## src/rtl/result_anim_pkg.sv

```systemverilog
// Shared types and result code constants for the end-of-game result sequencer.
package result_anim_pkg;

  typedef enum logic [1:0] {
    ST_IDLE = 2'd0,
    ST_ANIM = 2'd1,
    ST_HOLD = 2'd2
  } state_t;

  localparam int RES_NONE  = 0;
  localparam int RES_X_WIN = 1;
  localparam int RES_O_WIN = 2;
  localparam int RES_DRAW  = 3;

endpackage

```

## src/rtl/result_anim_sequencer_tick.sv

```systemverilog
// Frame-rate enable generator: one-cycle tick every DIV enabled clk cycles.
module frame_tick_gen
  import result_anim_pkg::*;
#(
  parameter int DIV = 10
) (
  input  logic clk,
  input  logic rst_n,
  input  logic clr,
  input  logic en,
  output logic tick
);

  localparam int CW = (DIV > 1) ? $clog2(DIV) : 1;

  logic [CW-1:0] cnt;

  // Tick depends only on the count and enable, so clr can be derived from it upstream.
  assign tick = en && (cnt == CW'(DIV - 1));

  always_ff @(posedge clk or negedge rst_n) begin
    if (!rst_n) begin
      cnt <= '0;
    end else if (clr) begin
      cnt <= '0;
    end else if (en) begin
      cnt <= tick ? '0 : cnt + CW'(1);
    end
  end

endmodule

```

## src/rtl/result_anim_sequencer.sv

```systemverilog
// Result presentation FSM: plays the per-result animation, then holds the banner.
// Optional feature macro: RESULT_BLINK_EN (blinking banner in HOLD).
module result_anim_sequencer
  import result_anim_pkg::*;
#(
  parameter int CLK_HZ   = 100_000_000,
  parameter int FRAME_HZ = 6,
  parameter int N_FRAMES = 8,
  parameter int NUM_RES  = 4,
  localparam int RES_W    = $clog2(NUM_RES),
  localparam int FRAME_W  = $clog2(N_FRAMES),
  localparam int TICK_DIV = CLK_HZ / FRAME_HZ
) (
  input  logic                      clk,
  input  logic                      rst_n,
  input  logic [RES_W-1:0]          result,
  input  logic [12:0]               pixel_index,
  input  logic [(NUM_RES-1)*16-1:0] anim_pixel,
  input  logic [15:0]               banner_pixel,
  output logic [15:0]               oled_data,
  output logic [RES_W-1:0]          active_code,
  output logic [FRAME_W-1:0]        frame_idx,
  output logic                      busy,
  output logic                      done
);

  state_t               state, state_n;
  logic [RES_W-1:0]     code_n;
  logic [FRAME_W-1:0]   frame_n;
  logic                 done_n;
  logic                 tick_clr;
  logic                 tick_en;
  logic                 tick;
  logic [15:0]          anim_sel;
  logic [15:0]          oled_n;
  logic                 pixel_index_unused;

  // Sprite and banner streams arrive already aligned to pixel_index upstream.
  assign pixel_index_unused = ^pixel_index;

`ifdef RESULT_BLINK_EN
  logic blink, blink_n;
  assign tick_en = (state == ST_ANIM) || (state == ST_HOLD);
`else
  assign tick_en = (state == ST_ANIM);
`endif

  frame_tick_gen #(.DIV(TICK_DIV)) u_tick (
    .clk  (clk),
    .rst_n(rst_n),
    .clr  (tick_clr),
    .en   (tick_en),
    .tick (tick)
  );

  always_comb begin
    state_n  = state;
    code_n   = active_code;
    frame_n  = frame_idx;
    done_n   = 1'b0;
    tick_clr = 1'b0;
`ifdef RESULT_BLINK_EN
    blink_n  = blink;
`endif
    if (result == RES_W'(RES_NONE)) begin
      // Abort wins over any pending tick/done.
      state_n  = ST_IDLE;
      code_n   = '0;
      frame_n  = '0;
      tick_clr = 1'b1;
`ifdef RESULT_BLINK_EN
      blink_n  = 1'b0;
`endif
    end else begin
      case (state)
        ST_IDLE: begin
          state_n  = ST_ANIM;
          code_n   = result;
          frame_n  = '0;
          tick_clr = 1'b1;
        end
        ST_ANIM: begin
          if (tick) begin
            if (frame_idx == FRAME_W'(N_FRAMES - 1)) begin
              state_n = ST_HOLD;
              done_n  = 1'b1;
`ifdef RESULT_BLINK_EN
              blink_n = 1'b0;
`endif
            end else begin
              frame_n = frame_idx + FRAME_W'(1);
            end
          end
        end
        ST_HOLD: begin
          if (result != active_code) begin
            state_n  = ST_ANIM;
            code_n   = result;
            frame_n  = '0;
            tick_clr = 1'b1;
          end
`ifdef RESULT_BLINK_EN
          else if (tick) begin
            blink_n = ~blink;
          end
`endif
        end
        default: begin
          state_n  = ST_IDLE;
          code_n   = '0;
          frame_n  = '0;
          tick_clr = 1'b1;
        end
      endcase
    end
  end

  // Pixel source follows the next-cycle state so oled_data lines up with busy/active_code.
  always_comb begin
    anim_sel = '0;
    for (int k = 1; k < NUM_RES; k++) begin
      if (code_n == RES_W'(k)) anim_sel = anim_pixel[(k-1)*16 +: 16];
    end
    oled_n = '0;
    case (state_n)
      ST_ANIM: oled_n = anim_sel;
`ifdef RESULT_BLINK_EN
      ST_HOLD: oled_n = blink_n ? 16'h0000 : banner_pixel;
`else
      ST_HOLD: oled_n = banner_pixel;
`endif
      default: oled_n = '0;
    endcase
  end

  always_ff @(posedge clk or negedge rst_n) begin
    if (!rst_n) begin
      state       <= ST_IDLE;
      active_code <= '0;
      frame_idx   <= '0;
      busy        <= 1'b0;
      done        <= 1'b0;
      oled_data   <= '0;
    end else begin
      state       <= state_n;
      active_code <= code_n;
      frame_idx   <= frame_n;
      busy        <= (state_n == ST_ANIM);
      done        <= done_n;
      oled_data   <= oled_n;
    end
  end

`ifdef RESULT_BLINK_EN
  always_ff @(posedge clk or negedge rst_n) begin
    if (!rst_n) blink <= 1'b0;
    else        blink <= blink_n;
  end
`endif

endmodule

```

## config.mk

```make
export PLATFORM = sky130hd
export DESIGN_NAME = result_anim_sequencer
export DESIGN_NICKNAME = d
export VERILOG_FILES = /design/src/rtl/result_anim_pkg.sv /design/src/rtl/result_anim_sequencer_tick.sv /design/src/rtl/result_anim_sequencer.sv
export SDC_FILE = /design/constraint.sdc
export NUM_CORES = 1
export LEC_CHECK = 0
export CAP_MARGIN = 30
export CORE_MARGIN = 8
export CORE_UTILIZATION = 48
export CTS_CLUSTER_DIAMETER = 50
export DETAILED_ROUTE_END_ITERATION = 7
export GPL_ROUTABILITY_DRIVEN = 0
export PLACE_DENSITY = 0.86
export SETUP_SLACK_MARGIN = 0.15
export SLEW_MARGIN = 5
export SYNTH_ARGS = -nofsm -noshare
export SYNTH_HDL_FRONTEND = slang
export SYNTH_SLANG_ARGS = --single-unit
```

## constraint.sdc

```tcl
create_clock -name clk -period 5.95 [get_ports clk]
set_clock_uncertainty 0.2 [all_clocks]
set_input_delay 1.19 -clock clk [delete_from_list [all_inputs] [get_ports clk]]
set_output_delay 1.19 -clock clk [all_outputs]
set_load 0.05 [all_outputs]
```

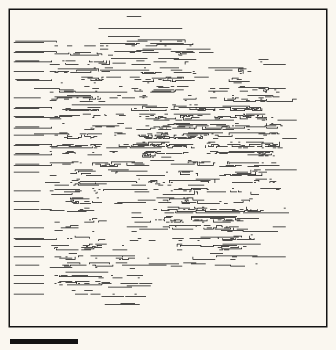
(run_1/met1.png)
Bar = 20 µm.
378 nets have wire on it. The wires run mostly horizontal. The layer carries 2,990 µm of wire.

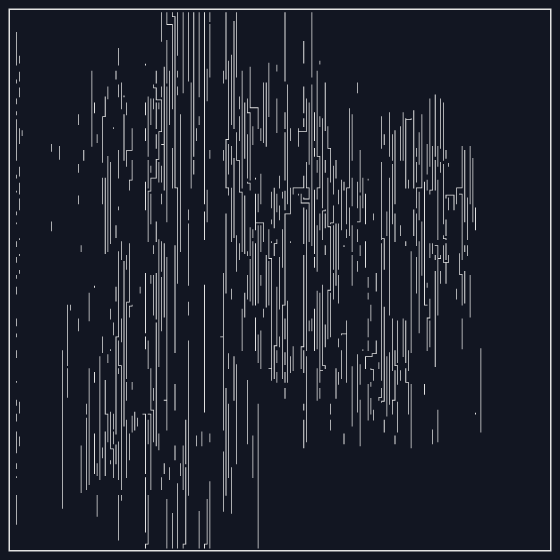
(run_1/met2.png)
The wires run mostly vertical. The layer carries 3,340 µm of wire. The longest straight run is 32.8 µm. The layer holds 47% of the routed length.

==> changes_impl.md, run 1 <==
## Implementation

- Outcome: finished, final reports clean
- Vias/cell: 5.54
- Number of register bits inferred by synthesis: 49
- Share of the clock period used by the worst path after layout: 59.8%
- Sequential cell area: 1230 µm²
- Final Worst Setup Slack: 2.39 ns
- Top cell family by delay on the critical path: buffers and inverters
- All-Layer GR Usage: 16.9%
- Total congestion overflow after global routing: 0
- Antenna Diode Count: 0
- Flip-flop count of the largest register after layout: 24
- Clock transition at path regs: 0.09 ns
- Number of standard cells reported by yosys: 260
- Worst-case register-to-register setup slack: 2.85 ns
- Internal power contribution: 0.577 mW
- Antenna violation net count after detailed routing: 0
- OpenROAD warnings: 41
- Power density relative to cell area: 213 nW/µm²
- Cell with the most instances after synthesis: dfrtp_1
- Total number of yosys warnings: 0
- Root Driver: clkbuf_8
- Total length of routed wires: 7110 µm
- Port bufs: 90
- Min-Delay Endpoint: u_tick.cnt[23]
- Clock sink total: 49
- CP Capture Type: register
- Kind of start point of the critical path: input port
- Post-Route Setup TNS: 0 ns
- Cell depth of the worst min-delay path: 2
- Reg2reg start: u_tick.cnt[2]
- Wire length of the first global-routing pass: 11,800 µm
- Largest registers: u_tick.cnt x24, oled_data x16, frame_idx x3
- Placeable core region: 5780 µm²
- Synthesis-to-finish area growth: 37.5%
- Proportion of final cell area spent on non-clock buffers: 24.2%
- Routed len/inst: 16.9 µm
- Share of cell area taken by flip-flops and latches: 31.7%
- Register with the most flip-flops: u_tick.cnt
- Number of hold violations in the final report: 0
- Total of endpoints with negative setup slack in the final report: 0
- Cell count after synthesis: 260
- Yosys-reported design area after synthesis: 2820 µm²
- Ys flop type: dfrtp_1
- Hpwl dp: 5490 µm
- Fraction of power consumed by the clock network: 30.0%
- Die X: 92.6 µm
- Height of the die: 92.6 µm
- Number of standard cells in the layout, taps in and fillers out: 420
- Minimum setup slack after placement: 1.65 ns
- Critical path fanouts, max: 14
- Number of placed I/O pins: 104
- Worst slew pin tran: 1.03 ns
- Source of the critical timing path: result[0]
- Worst hold path startpoint: u_tick.cnt[23]
- CTS resizes: 0
- Flop count: 49
- Leading post-synthesis cells by instance count: dfrtp_1, nor2_1, a22o_1
- Placement-stage cell area: 3740 µm²
- Number of buffers other than clock buffers in the final layout: 94
- FFs w/ async S/R, synth: 100%
- Total clock network power: 0.247 mW
- Max power group: sequential cells
- Count of clock buffers in the final design: 5
- Worst supply voltage drop on vdd: 0.000178 V
- Logic depth of the worst setup path including buffers: 8
- Avg Inst Size Synth: 10.8 µm²
- Maximum number of pins on one net before global-route repair: 27
- Number of cells on the worst reg-to-reg path: 9
- CTS buffer count: 5
- CP arrival: 3.61 ns
- Multi-input logic cell count: 190
- Maximum single-stage delay on the critical path: 0.54 ns
- Critical path data required time: 6.00 ns
- Post-layout power: 0.826 mW
- Source-to-sink clock delay at the later pin of the worst-skew pair: 0.31 ns
- Netlist Area Pre-Place: 2820 µm²
- Number of buffer and inverter instances along the worst setup path: 2
- Sequential-to-total area share from yosys stat: 43.6%
- Leading area contributor after synthesis: dfrtp_1
- Number of nets at floorplan: 347
- Initial Utilization: 48.7%
- Critical setup path kind: input port to register
- Ranking of synthesized cells by area: dfrtp_1, mux2i_1, a22o_1
- DRT Pass-1 Iters: 4
- Switching portion of total power: 30.1%
- Crit-path cells: clkdlybuf4s50_1, xnor2_1, nand3_1, a221oi_1, ha_1, nor2b_1, buf_4, a22o_1
- Number of buffers on the longest clock path: 2
- Fill cell count: 459
- Critical path capture point: oled_data[0]
- Pins over their slew limit: 0
- Count of non-CTS inverters in the layout: 4
- Net Switching: 0.248 mW
- Fin crit period: 3.56 ns
- Post-CTS Setup Inserts: 0
- Antenna violations before repair: 0
- Sequential group power: 0.365 mW
- Clock tree from TritonCTS: yes
- Fraction of area in clock buffers and inverters: 3.01%
- Register share of total power: 44.2%
- Via count of the first global-routing pass: 2,490
- Power in combinational cells: 0.213 mW
- Max Freq: 281 MHz
- Standard-cell row count: 28
- Area taken by multi-input logic gates: 1480 µm²
- Violation tally from detailed-route iteration zero: 90
- Netlist cell types: 54
- H-tree depth: 2
- Post-Layout Inst Area: 3870 µm²
- Master of the slowest instance on the critical path: clkdlybuf4s50_1
- Hold buffers post-CTS: 0
- Flip-flops with a built-in enable: 0
- Cell kind with the greatest summed area: multi-input combinational cells
- Post-placement cell count: 410
- Total number of nets in the final design: 431
- Worst hold path class: register to register
- Max-slew headroom at the worst pin: 31.5%
- Pleak: 1.59 nW
- Unrepaired setup endpoints after global routing: false
- Reported max-cap violation count: 0
- Reg2Reg Capture Point: oled_data[0]
- DRC: 0
- Multi-input gate share of the layout cell area: 38.3%
- Count of inserted tapcells: 75
- Via total after detailed routing: 2,326
- Share of final-layout standard cells stronger than drive strength 1: 9.57%
- Comb power frac: 25.8%
- Die ar.: 8570 µm²
- Area share of the largest cell type after synthesis: 43.6%
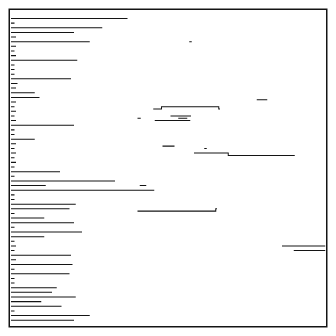
(run_1/met3.png)
75 nets have wire on it. The wires run mostly horizontal. The layer holds 9.5% of the routed length.

run 1: routing by layer:
layer / routed length, µm / up-vias / track usage [%]
li1: - / 1137 / -
met2: 3340 / 85 / 27.5
met1: 2990 / 1095 / 19.4
met5: 0 / - / 0
met4: 101 / 0 / 4.70
met3: 678 / 9 / 8.01
run 1: cell usage in the layout, fill, tap and decap left out, drive strengths merged, types with 4 or more instances in the layout:
| cell | count |
|---|---|
| o21ai | 6 |
| nor4 | 6 |
| clkbuf | 5 |
| xnor2 | 12 |
| nor2 | 21 |
| clkdlybuf4s50 | 89 |
| mux2i | 16 |
| or3 | 4 |
| nor4b | 5 |
| buf | 5 |
| o2bb2ai | 16 |
| xor2 | 8 |
| nor3 | 5 |
| nor2b | 5 |
| nand4 | 8 |
| dfrtp | 49 |
| nand3 | 8 |
| inv | 6 |
| a21oi | 6 |
| a22o | 18 |
| nand2 | 14 |
| ha | 6 |
run 1: kinds of logic (layout without fill, tap and decap cells):
kind of cell | Yosys count | after routing | share of synthesized area [%]
multiplexers | 17 | 17 | 6.09
adder cells (fa/ha/maj) | 6 | 6 | 2.67
XOR/XNOR | 20 | 20 | 6.22
buffers and inverters | 21 | 106 | 3.96
AND-OR/OR-AND | 58 | 58 | 16.4
AND/OR/NAND/NOR | 89 | 89 | 21.1
flip-flops | 49 | 49 | 43.6
run 1: tightest hold or removal path, delay by kind of cell (launching register included):
kind          cells  cell delay (ns)
xor+xnor          1             0.12
flops             1             0.37
simple gates      1             0.04
run 1: through the flow:
stage | hold WS (ns) | util (%)
floorplan | 0.302 | -
CTS | 0.352 | 66.7
global placement | 0.324 | 64.4
finish | 0.356 | 67.0
global route | 0.377 | 67.0
detailed placement | 0.328 | 64.7
==> run_1/port_nets.png <==
Bar = 20 µm.
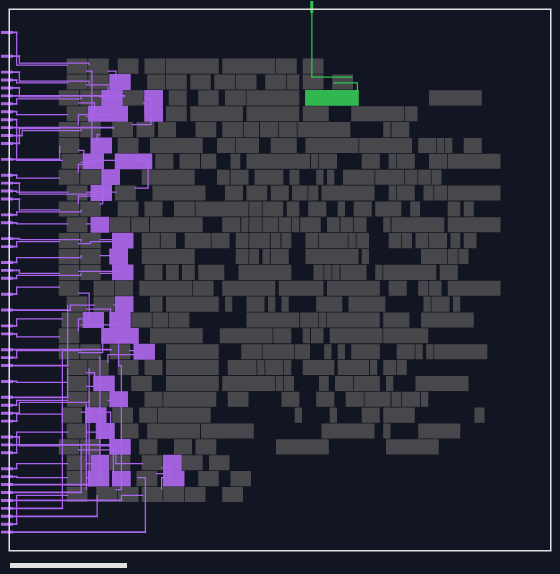

==> run 2: changes to the inputs <==
--- a/config.mk
+++ b/config.mk
@@ -7,11 +7,11 @@
 export LEC_CHECK = 0
 export CAP_MARGIN = 30
 export CORE_MARGIN = 8
-export CORE_UTILIZATION = 48
+export CORE_UTILIZATION = 40
 export CTS_CLUSTER_DIAMETER = 50
 export DETAILED_ROUTE_END_ITERATION = 7
 export GPL_ROUTABILITY_DRIVEN = 0
-export PLACE_DENSITY = 0.86
+export PLACE_DENSITY = 0.76
 export SETUP_SLACK_MARGIN = 0.15
 export SLEW_MARGIN = 5
 export SYNTH_ARGS = -nofsm -noshare
==> constraint.sdc (replaced) <==
create_clock -name clk -period 3 [get_ports clk]
set_clock_uncertainty 0.2 [all_clocks]
set_input_delay 0.6 -clock clk [delete_from_list [all_inputs] [get_ports clk]]
set_output_delay 0.6 -clock clk [all_outputs]
set_load 0.05 [all_outputs]
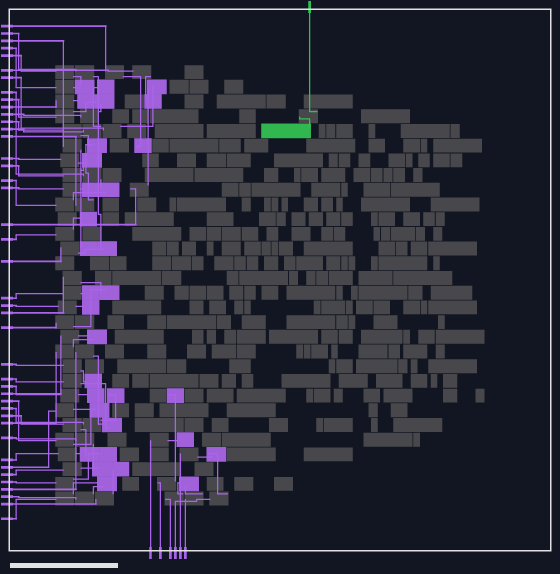
(run_2/port_nets.png)
Bar = 20 µm.
done: marked green, bits 1, direction output, edge top, end cells 1, wire 23.4 µm. anim_pixel: marked purple, bits 48, direction input, edge 42 left, 6 bottom, end cells 32, wire 1,060 µm.

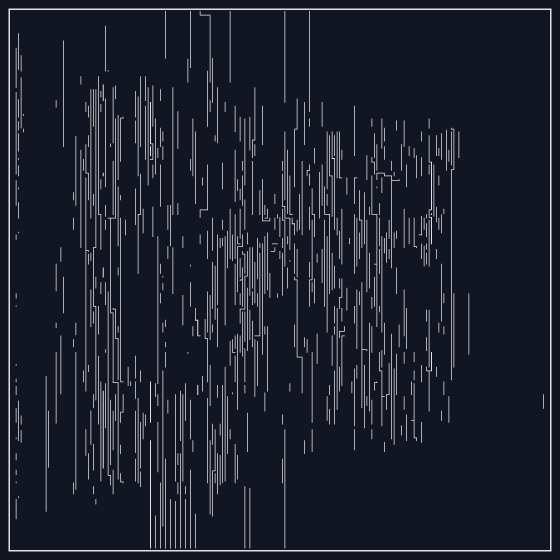
(run_2/met2.png)
The wires run mostly vertical. 371 nets have wire on it. The layer carries 3,500 µm of wire. The layer holds 47% of the routed length.

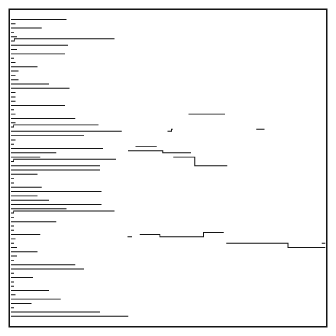
(run_2/met3.png)
The layer carries 876 µm of wire. The longest straight run is 36.8 µm. 76 nets have wire on it.

==> run 2 against run 1 <==
Compared with the run above:
- area after synthesis unchanged
- hold slack got worse by 0.29 ns
- total power increased by 99%
- register-to-register slack got worse by 2.6 ns
- first-iteration DRC count decreased by 6.7%
- clock-buffer cell count unchanged
- flip-flop count unchanged
- worst setup slack got worse by 2.1 ns
- sequential power increased by 97%
- critical endpoint is now oled_data[6]
- final cell count increased by 7.9%
==> changes_impl.md, run 2 <==
## Implementation

- Outcome: finished, final reports clean
- CP arrival: 2.80 ns (-0.81 ns)
- Met3 track demand over resource: 9.13% (+1.1 points)
- Total routed wire length on the met1 layer: 2990 µm (about the same)
- DRC: 0 (unchanged)
- Total number of nets in the final design: 444 (+3.0%)
- Flip-flop count of the largest register after layout: 24 (unchanged)
- Adder share: 2.67% (unchanged)
- Largest logic family: simple AND/OR/NAND/NOR gates
- Fill cell count: 583 (+27%)
- Clock sink total: 49 (unchanged)
- Reg2reg start: u_tick.cnt[8]
- Number of buffers other than clock buffers in the final layout: 107 (+14%)
- H-tree depth: 2 (unchanged)
- Netlist Area Pre-Place: 2820 µm² (unchanged)
- Comb power frac: 27.1% (+1.3 points)
- Layer with the highest usage: met2
- Number of placed I/O pins: 104 (unchanged)
- Number of nets at floorplan: 347 (unchanged)
- Maximum number of pins on one net before global-route repair: 27 (unchanged)
- Clock transition at path regs: 0.09 ns (about the same)
- Sequential cell area: 1230 µm² (unchanged)
- OpenROAD warnings: 41 (unchanged)
- Source-to-sink clock delay at the later pin of the worst-skew pair: 0.31 ns (about the same)
- DR top layer: met4
- Pleak: 1.65 nW (+3.7%)
- Placement-stage cell area: 3850 µm² (+3.0%)
- Number of hold violations in the final report: 0 (unchanged)
- Number of cells on the worst reg-to-reg path: 9 (unchanged)
- Number of standard cells in the layout, taps in and fillers out: 453 (+7.9%)
- Share of the clock period used by the worst path after layout: 91.3%
- Ys flop type: dfrtp_1
- FFs w/ async S/R, synth: 100% (unchanged)
- Worst slew pin tran: 0.751 ns (-0.276 ns)
- Pins over their slew limit: 0 (unchanged)
- Count of clock buffers in the final design: 5 (unchanged)
- Post-placement cell count: 444 (+8.3%)
- Wire length of the first global-routing pass: 12,900 µm (+9.7%)
- Met2 wire len: 3500 µm (+4.9%)
- Met3 Routed Length: 875 µm (+29%)
- Total length of routed wires: 7460 µm (+4.9%)
- Total of endpoints with negative setup slack in the final report: 0 (unchanged)
- Antenna violation net count after detailed routing: 0 (unchanged)
- Mux cell area share after synthesis: 6.09% (unchanged)
- Share of final-layout standard cells stronger than drive strength 1: 12.9% (+3.3 points)
- Antenna violations before repair: 0 (unchanged)
- Post-Layout Inst Area: 3990 µm² (+3.1%)
- Multi-input gate share of the layout cell area: 37.5% (-0.79 points)
- Post-Route Setup TNS: 0 ns (unchanged)
- Placeable core region: 6790 µm² (+18%)
- Worst supply voltage drop on vdd: 0.000201 V (+13%)
- Kind of start point of the critical path: register
- Vias/cell: 5.33 (-3.8%)
- Flop count: 49 (unchanged)
- Port bufs: 90 (unchanged)
- Number of standard cells reported by yosys: 260 (unchanged)
- Fin crit period: 2.74 ns
- Reported max-cap violation count: 0 (unchanged)
- Avg Inst Size Synth: 10.8 µm² (unchanged)
- CP Capture Type: register
- All-Layer GR Usage: 15.9% (-0.93 points)
- Routed len/inst: 16.5 µm (-2.8%)
- Max Freq: 365 MHz
- Reg2Reg Capture Point: oled_data[6]
- Register with the most flip-flops: u_tick.cnt
- Yosys-reported design area after synthesis: 2820 µm² (unchanged)
- Share of cell area taken by flip-flops and latches: 30.7% (-0.96 points)
- Internal power contribution: 1.15 mW (+99%)
- Proportion of final cell area spent on non-clock buffers: 25.7% (+1.5 points)
- Worst hold path class: input port to async pin
- Die X: 99.9 µm (+7.9%)
- Clock tree from TritonCTS: yes
- CTS buffer count: 5 (unchanged)
- And-or/or-and share of the synthesized area: 16.4% (unchanged)
- Critical path data required time: 3.06 ns (-2.94 ns)
- Met2 layer usage reported by global route: 26.5% (-1.0 points)
- Cell count after synthesis: 260 (unchanged)
- Netlist cell types: 54 (unchanged)
- Area share of the largest cell type after synthesis: 43.6% (unchanged)
- Antenna Diode Count: 0 (unchanged)
- Max-slew headroom at the worst pin: 49.9% (+18 points)
- DRT Pass-1 Iters: 4 (unchanged)
- Power density relative to cell area: 411 nW/µm² (+93%)
## run 2: power groups by stage
| stage | registers, mW | clock network, mW | logic (mW) |
|---|---|---|---|
| 2_1_floorplan | 0.824 | 0 | 0.150 |
| 3_3_place_gp | 0.731 | 0 | 0.438 |
| 3_5_place_dp | 0.731 | 0 | 0.445 |
| 4_1_cts | 0.719 | 0.488 | 0.447 |
| 5_1_grt | 0.725 | 0.515 | 0.479 |
| 6_report | 0.719 | 0.476 | 0.444 |
## run 2: how the worst max path moves through the flow
| stage | startpoint | end | slack [ns] | depth (start not counted) |
|---|---|---|---|---|
| 6_report | u_tick.cnt[8] | oled_data[6] | 0.26 | 9 |
| 5_1_grt | u_tick.cnt[8] | oled_data[3] | 0.17 | 9 |
| 4_1_cts | u_tick.cnt[6] | oled_data[6] | 0.22 | 9 |
| 3_5_place_dp | result[1] | oled_data[6] | 0.09 | 8 |
| 3_3_place_gp | result[1] | oled_data[6] | 0.17 | 8 |
| 2_1_floorplan | u_tick.cnt[2] | oled_data[0] | 0.18 | 10 |
## run 2: repair_timing
item,4_1_cts,5_1_grt
resized,1,2
pin swaps,0,4
endpoints found under the setup margin,5,16
buffers inserted,0,2
## run 2: stage by stage
stage / hold WS, ns / setup WS, ns / util (%)
finish: 0.0648 / 0.260 / 58.8
floorplan: 0.104 / 0.182 / -
detailed placement: 0.329 / 0.0888 / 56.7
global placement: 0.332 / 0.166 / 56.7
CTS: 0.0723 / 0.217 / 58.4
global route: 0.0865 / 0.169 / 58.8
## run 2: worst max-delay path: stages, from the launching register on
cell,delay [ns]
dfrtp_1,0.44
nor4_4,0.31
nand4_1,0.18
nor3_2,0.24
nand3_1,0.16
a221oi_2,0.32
ha_1,0.31
nor2b_1,0.12
buf_4,0.22
a22o_1,0.17
No activity file was given, so power comes from the tool's default toggle rates.
